==> src/rtl/regfile_bank_if.sv <==
// -----------------------------------------------------------------------------
// regfile_bank_if
// Write / clear handshake bundle of the register-file storage stage.
//   wr_valid, wr_addr, wr_data : write request (master -> slave)
//   wr_ready                   : write can be accepted this cycle (slave -> master)
//   clr_req                    : bulk-clear request (master -> slave)
//   busy, clr_done, addr_err   : sequencer status and sticky bad-index flag
// -----------------------------------------------------------------------------
interface regfile_bank_if #(
   parameter int unsigned WIDTH = 16
);
   logic             wr_valid;
   logic             wr_ready;
   logic [3:0]       wr_addr;
   logic [WIDTH-1:0] wr_data;
   logic             clr_req;
   logic             busy;
   logic             clr_done;
   logic             addr_err;

   modport master (
      output wr_valid, wr_addr, wr_data, clr_req,
      input  wr_ready, busy, clr_done, addr_err
   );

   modport slave (
      input  wr_valid, wr_addr, wr_data, clr_req,
      output wr_ready, busy, clr_done, addr_err
   );
endinterface

==> src/rtl/regfile_bank.sv <==
// -----------------------------------------------------------------------------
// regfile_bank
// Storage for ten WIDTH-bit registers r0..r9 feeding the read-mux inputs a..j
// (a = r0, j = r9). Writes enter through a one-deep pending stage and commit one
// edge after acceptance. A sequencer zeroes r1..r9 on a clear request and pulses
// clr_done when finished. r0 is hardwired zero.
//
// Ports
//   clk    : system clock, rising edge
//   rst_n  : asynchronous active-low reset
//   bus    : regfile_bank_if slave (write handshake, clear request, status)
//   a..j   : contents of r0..r9
//
// Build option
//   REGFILE_BYPASS_EN : when defined, a pending write is forwarded to its output
//                       one cycle before it commits.
// -----------------------------------------------------------------------------
module regfile_bank #(
   parameter int unsigned WIDTH = 16,
   parameter int unsigned NREGS = 10
) (
   input  logic             clk,
   input  logic             rst_n,
   regfile_bank_if.slave    bus,
   output logic [WIDTH-1:0] a,
   output logic [WIDTH-1:0] b,
   output logic [WIDTH-1:0] c,
   output logic [WIDTH-1:0] d,
   output logic [WIDTH-1:0] e,
   output logic [WIDTH-1:0] f,
   output logic [WIDTH-1:0] g,
   output logic [WIDTH-1:0] h,
   output logic [WIDTH-1:0] i,
   output logic [WIDTH-1:0] j
);

   typedef enum logic [1:0] {StIdle, StClear, StDone} state_e;

   state_e           state_q, state_d;
   logic [3:0]       clr_idx_q, clr_idx_d;
   logic             pend_v_q;
   logic [3:0]       pend_addr_q;
   logic [WIDTH-1:0] pend_data_q;
   logic             addr_err_q;
   logic             busy_q;
   logic             clr_done_q;
   logic             accept;

   // r0 is never stored; it reads as constant zero
   logic [WIDTH-1:0] r_q  [1:NREGS-1];
   logic [WIDTH-1:0] view [NREGS];

   assign bus.wr_ready = (state_q == StIdle) & ~bus.clr_req;
   assign accept       = bus.wr_valid & bus.wr_ready;

   // ---------------------------------------------------------------- sequencer
   always_ff @(posedge clk or negedge rst_n) begin
      if (!rst_n) begin
         state_q   <= StIdle;
         clr_idx_q <= '0;
      end else begin
         state_q   <= state_d;
         clr_idx_q <= clr_idx_d;
      end
   end

   always_comb begin
      state_d   = state_q;
      clr_idx_d = clr_idx_q;
      unique case (state_q)
         StIdle: begin
            if (bus.clr_req) begin
               state_d   = StClear;
               clr_idx_d = 4'd1;
            end
         end
         StClear: begin
            clr_idx_d = clr_idx_q + 4'd1;
            if (clr_idx_q == 4'(NREGS - 1)) state_d = StDone;
         end
         StDone: state_d = StIdle;
         default: state_d = StIdle;
      endcase
   end

   // Status outputs are registered from the next state so they line up with it
   always_ff @(posedge clk or negedge rst_n) begin
      if (!rst_n) begin
         busy_q     <= 1'b0;
         clr_done_q <= 1'b0;
      end else begin
         busy_q     <= (state_d != StIdle);
         clr_done_q <= (state_d == StDone);
      end
   end

   // ------------------------------------------------------------ pending stage
   always_ff @(posedge clk or negedge rst_n) begin
      if (!rst_n) begin
         pend_v_q    <= 1'b0;
         pend_addr_q <= '0;
         pend_data_q <= '0;
         addr_err_q  <= 1'b0;
      end else begin
         pend_v_q <= accept;
         if (accept) begin
            pend_addr_q <= bus.wr_addr;
            pend_data_q <= bus.wr_data;
            if (bus.wr_addr >= 4'(NREGS)) addr_err_q <= 1'b1;
         end
      end
   end

   // ---------------------------------------------------------------- registers
   // A commit and a clear zero never target the same edge: writes are only
   // accepted in StIdle, so the last commit lands on the StIdle->StClear edge.
   always_ff @(posedge clk or negedge rst_n) begin
      if (!rst_n) begin
         for (int k = 1; k < NREGS; k++) r_q[k] <= '0;
      end else begin
         for (int k = 1; k < NREGS; k++) begin
            if (pend_v_q && (pend_addr_q == 4'(k))) r_q[k] <= pend_data_q;
            if ((state_q == StClear) && (clr_idx_q == 4'(k))) r_q[k] <= '0;
         end
      end
   end

   // ---------------------------------------------------------------- read view
   always_comb begin
      view[0] = '0;
      for (int k = 1; k < NREGS; k++) begin
         view[k] = r_q[k];
`ifdef REGFILE_BYPASS_EN
         if (pend_v_q && (pend_addr_q == 4'(k))) view[k] = pend_data_q;
`endif
      end
   end

   assign a = view[0];
   assign b = view[1];
   assign c = view[2];
   assign d = view[3];
   assign e = view[4];
   assign f = view[5];
   assign g = view[6];
   assign h = view[7];
   assign i = view[8];
   assign j = view[9];

   assign bus.busy     = busy_q;
   assign bus.clr_done = clr_done_q;
   assign bus.addr_err = addr_err_q;

endmodule

==> src/flat_wrapper.sv <==
// flat-port wrapper written by rule: the top's interface ports become plain ports
module regfile_bank_flat 
#(
   parameter int unsigned WIDTH = 16,
   parameter int unsigned NREGS = 10
)
  (clk, rst_n, a, b, c, d, e, f, g, h, i, j, bus_wr_valid, bus_wr_addr, bus_wr_data, bus_clr_req, bus_wr_ready, bus_busy, bus_clr_done, bus_addr_err);
  regfile_bank_if #(.WIDTH(WIDTH)) bus_i ();
  input  logic clk;
  input  logic rst_n;
  output logic [WIDTH-1:0] a;
  output logic [WIDTH-1:0] b;
  output logic [WIDTH-1:0] c;
  output logic [WIDTH-1:0] d;
  output logic [WIDTH-1:0] e;
  output logic [WIDTH-1:0] f;
  output logic [WIDTH-1:0] g;
  output logic [WIDTH-1:0] h;
  output logic [WIDTH-1:0] i;
  output logic [WIDTH-1:0] j;
  input wire logic [$bits(bus_i.wr_valid)-1:0] bus_wr_valid;
  input wire logic [$bits(bus_i.wr_addr)-1:0] bus_wr_addr;
  input wire logic [$bits(bus_i.wr_data)-1:0] bus_wr_data;
  input wire logic [$bits(bus_i.clr_req)-1:0] bus_clr_req;
  output wire logic [$bits(bus_i.wr_ready)-1:0] bus_wr_ready;
  output wire logic [$bits(bus_i.busy)-1:0] bus_busy;
  output wire logic [$bits(bus_i.clr_done)-1:0] bus_clr_done;
  output wire logic [$bits(bus_i.addr_err)-1:0] bus_addr_err;
  assign bus_i.wr_valid = bus_wr_valid;
  assign bus_i.wr_addr = bus_wr_addr;
  assign bus_i.wr_data = bus_wr_data;
  assign bus_i.clr_req = bus_clr_req;
  assign bus_wr_ready = bus_i.wr_ready;
  assign bus_busy = bus_i.busy;
  assign bus_clr_done = bus_i.clr_done;
  assign bus_addr_err = bus_i.addr_err;
  regfile_bank #(.WIDTH(WIDTH), .NREGS(NREGS)) u_core (.clk(clk), .rst_n(rst_n), .bus(bus_i), .a(a), .b(b), .c(c), .d(d), .e(e), .f(f), .g(g), .h(h), .i(i), .j(j));
endmodule
==> config.mk <==
export PLATFORM = sky130hd
export DESIGN_NAME = regfile_bank_flat
export DESIGN_NICKNAME = d
export VERILOG_FILES = /design/src/rtl/regfile_bank_if.sv /design/src/rtl/regfile_bank.sv /design/src/flat_wrapper.sv
export SDC_FILE = /design/constraint.sdc
export NUM_CORES = 1
export LEC_CHECK = 0
export CAP_MARGIN = 20
export CELL_PAD_IN_SITES_DETAIL_PLACEMENT = 1
export CELL_PAD_IN_SITES_GLOBAL_PLACEMENT = 2
export CORE_MARGIN = 4
export CORE_UTILIZATION = 44
export CTS_BUF_LIST = sky130_fd_sc_hd__clkbuf_4 sky130_fd_sc_hd__clkbuf_8
export CTS_CLUSTER_DIAMETER = 120
export DETAILED_ROUTE_END_ITERATION = 8
export DONT_BUFFER_PORTS = 1
export PLACE_DENSITY_LB_ADDON = 0.1
export SLEW_MARGIN = 20
export SYNTH_ARGS = -nofsm -noshare
export SYNTH_HDL_FRONTEND = slang
export SYNTH_SLANG_ARGS = --single-unit
==> constraint.sdc <==
create_clock -name clk -period 3.8 [get_ports clk]
set_input_delay 0.38 -clock clk [delete_from_list [all_inputs] [get_ports clk]]
set_output_delay 0.38 -clock clk [all_outputs]
set_load 0.005 [all_outputs]
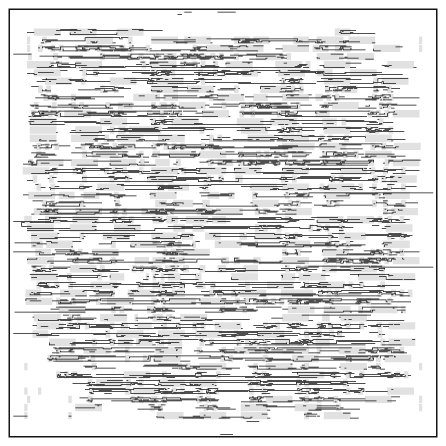
(signal wires on met1)
(3 px per um) Cells faint in the background.
wire length on this layer: 10800 um
longest straight run: 49.7 um
main direction: horizontal

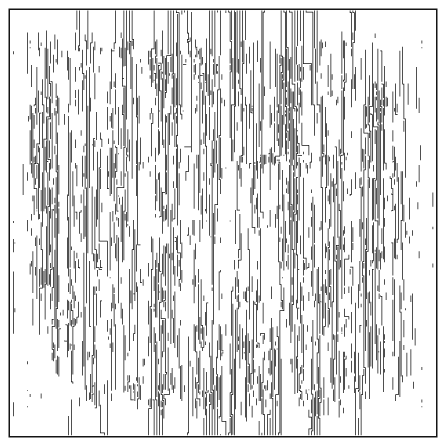
(the metal 2 layer)
(3 px per um)
longest straight run: 52.5 um
main direction: vertical

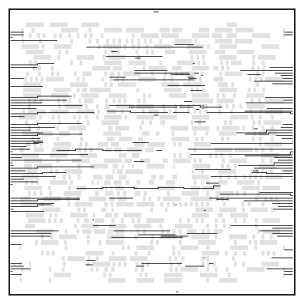
(the metal 3 layer)
(2 px per um) Cells faint in the background.
wire length on this layer: 2450 um
share of all routed wire: 9.6%
main direction: horizontal

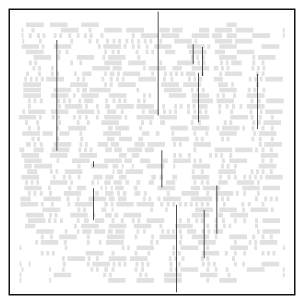
(metal 4)
(2 px per um) Cells faint in the background.
wire length on this layer: 310 um
longest straight run: 55.1 um
nets with wire on the layer: 10
main direction: vertical

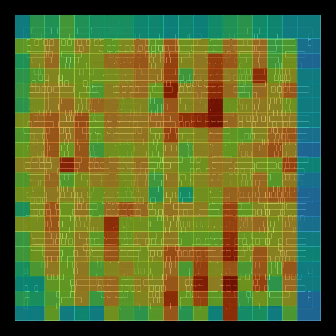
(congestion heat map)
global route hottest layer: met2
Core Util, Final: 0.4620
met3 usage: 0.1005

==> ci_impl_report.md <==
### Flow metrics

| Metric | Value |
|---|---|
| H-tree levels | `4` |
| Top area contributor share | `0.5510` |
| Fmax | `498.3 MHz` |
| Die Wd | `142.0 um` |
| CP max FO | `32` |
| Failing checks | `hold timing` |
| Final Hold Vio Count | `174` |
| CTS tree | `built` |
| Most area-consuming cells after synthesis | `dfrtp_1 55%, nand3_1 9.2%, a21oi_1 9.1%` |
| Synth Area per Inst | `9.940 sq um` |
| Worst EP required | `4.17 ns` |
| Yosys Instances | `795` |
| Internal Power | `0.003357 W` |
| Synth warnings | `0` |
| GPL Wtd Cong | `0.7909` |
| Post-Syn Instances | `795` |
| Log Warnings | `33` |
| Initial DRC count | `465` |
| Flip-flops with a built-in enable | `0` |
| RSZ-0062 raised after global routing | `false` |
| Drt pass-1 iters | `5` |
| Total power | `0.005759 W` |
| #FFs+latches synth | `174` |
| Final min period | `2.007 ns` |
| FF-to-FF path depth | `4` |
| Final setup fails | `0` |
| Number of global-route vias before repair | `6046` |
| Synthesized area | `7903 sq um` |
| Routed wire per std cell | `26.75 um` |
| Die area | `20170 sq um` |
| Place WS | `1.663 ns` |
| Maximum clock path buffer count | `2` |
| Total global routing overflow | `0` |
| Fin Hold WS | `-0.3914 ns` |
| ANT cells | `0` |
| Core ar. | `17480 sq um` |
| Part of the power in the clock network | `0.236` |
| Cells after DPL | `926` |
| Worst setup path category | `flip-flop to flip-flop` |
| Final wirelength | `25600 um` |
| Pwr/cell area | `713.3 nW/um^2` |
| Gate power share | `0.228` |
| Worst-Skew Late Latency | `0.46 ns` |
| PnR worst setup slack | `1.793 ns` |
| Seq pwr share | `0.536` |
| Status | `complete, but fails checks` |
| Max-cap violations | `0` |
| Vias | `5928` |
| YS chip area | `7903 sq um` |
| FP Util | `0.4522` |
| CP arrival | `2.38 ns` |
| Critical Path End Type | `flip-flop` |
| Final Slew Violations | `0` |
| Max_slew headroom | `0.2948` |
| Distinct cells, synth | `44` |
| Row cnt | `48` |
| CTS root buf | `clkbuf_8` |
| GRT Overall Usage | `0.2530` |
| DRT antenna net count | `0` |
| Port bufs | `0` |
| CTS sink count | `174` |
| Clock transition at the registers of the reported paths | `0.08 ns` |
| Fin Setup TNS | `0 ns` |
| Drt via density | `6.194` |
| Area growth syn-to-layout | `2.169%` |
| CTS buffer count | `17` |
| First-pass GRT wire length | `38620 um` |
| Sw Ratio | `0.4171` |
| DRC viols | `0` |
| Peak VDD IR | `392.6 uV` |
| Number of antenna violations at the first check in global routing | `1` |
| Top-count cell post-synth | `dfrtp_1` |
| Clock Skew | `0.01609 ns` |
| Slew @ Worst Pin | `1.055 ns` |
| Net load switching power | `0.002402 W` |
| Post-CTS resize count | `0` |
| Critical Path Start Type | `flip-flop` |
| Hpwl dp | `15460 um` |
| Leak | `3.438 nW` |
| Layout Cells excl Fill | `957` |
| Post-synthesis async set-or-reset flop share | `1.000` |
| Synth top cells by count | `174 x dfrtp_1, 146 x nand3_1, 144 x a21oi_1` |
| Final Cycle Share | `0.5281` |
| Share of layout cells above drive strength 1 | `0.09973` |
| Die span in y | `142.0 um` |
| I/O pin cnt | `188` |
| Post-CTS Setup Inserts | `0` |
| Post-synth top flop | `dfrtp_1` |
| Final #Nets | `749` |
## cell families after synthesis
| kind of cell | synth area share |
|---|---|
| compound gates | 0.1897 |
| simple gates | 0.1286 |
| flops | 0.5510 |
| buf+inv | 0.08550 |
| mux | 0.03847 |
| fa+ha+maj | 0.006333 |
| other cells | 0.0004745 |
## stage by stage
step                hold WS (ns)  instance area (sq um)
floorplan                0.08441                   7959
global placement         0.09052                   7630
CTS                      -0.4212                   8050
global route             -0.4337                   8074
detailed placement       0.08958                   7646
finish                   -0.3914                   8074
## path summary, 6_finish.rpt
path / start / end / slack (ns)
max in group asynchronous: rst_n / u_core.pend_data_q[1] / 3.87
setup reg to reg: u_core.pend_addr_q[1] / u_core.f[15] / 1.79
hold / removal: rst_n / u_core.c[0] / -0.39
hold reg to reg: u_core.bus.addr_err / u_core.bus.addr_err / 0.50
setup / recovery: u_core.pend_addr_q[1] / u_core.f[15] / 1.79
min in group clk: bus_wr_data[11] / u_core.pend_data_q[11] / 0.06
## worst max-delay path: stages (launching register included)
cell     delay, ns
dfrtp_1       0.51
and2b_1       0.62
buf_4         0.45
nand3_1       0.14
a21oi_1       0.18
## power groups by stage
stage / clock network [W] / logic [W] / registers [W]
floorplan: 0 / 0.00136 / 0.00244
global placement: 0 / 0.00125 / 0.00310
detailed placement: 0 / 0.00130 / 0.00311
CTS: 0.00139 / 0.00131 / 0.00308
global route: 0.00149 / 0.00146 / 0.00313
finish: 0.00136 / 0.00131 / 0.00309
## area by class of cell
| class | count | area (sq um) |
|---|---|---|
| Fill cell | 1940 | 9403 |
| Sequential cell | 174 | 4354 |
| Multi-Input combinational cell | 518 | 2967 |
| Clock buffer | 23 | 291.5 |
| Tap cell | 225 | 281.5 |
| Clock inverter | 7 | 112.6 |
| Timing Repair Buffer | 6 | 52.55 |
| Inverter | 4 | 15.01 |
## metal layers
metal  track usage  wire [um]
met3        0.1005       2454
met5             0         20
met4       0.05657        310
met1        0.3383      10760
met2        0.3918      12060
## cell usage in the layout, fill, tap and decap left out, types with 3 or more instances in the layout
cell type,netlist,routed
buf_4,27,5
mux2_2,3,3
clkinv_2,0,3
bufinv_16,0,3
dfrtp_1,174,174
o21ai_0,123,123
clkbuf_4,0,4
nand2_1,5,5
inv_1,4,4
clkbuf_8,0,19
ha_1,4,4
o21ai_1,22,22
a21oi_1,144,144
nand3_1,146,146
conb_1,1,16
nor2_4,2,3
mux2_4,18,18
## flip-flops by register name, indices dropped and copies added (netlist names)
name                 count
u_core.b                16
u_core.bus.addr_err      1
u_core.bus.busy          1
u_core.bus.clr_done      1
u_core.c                16
u_core.clr_idx_q         4
u_core.d                16
u_core.e                16
u_core.f                16
u_core.g                16
u_core.h                16
u_core.i                16
u_core.j                16
u_core.pend_addr_q       4
u_core.pend_data_q      16
u_core.pend_v_q          1
u_core.state_q           2
No activity file was given, so power comes from the tool's default toggle rates.
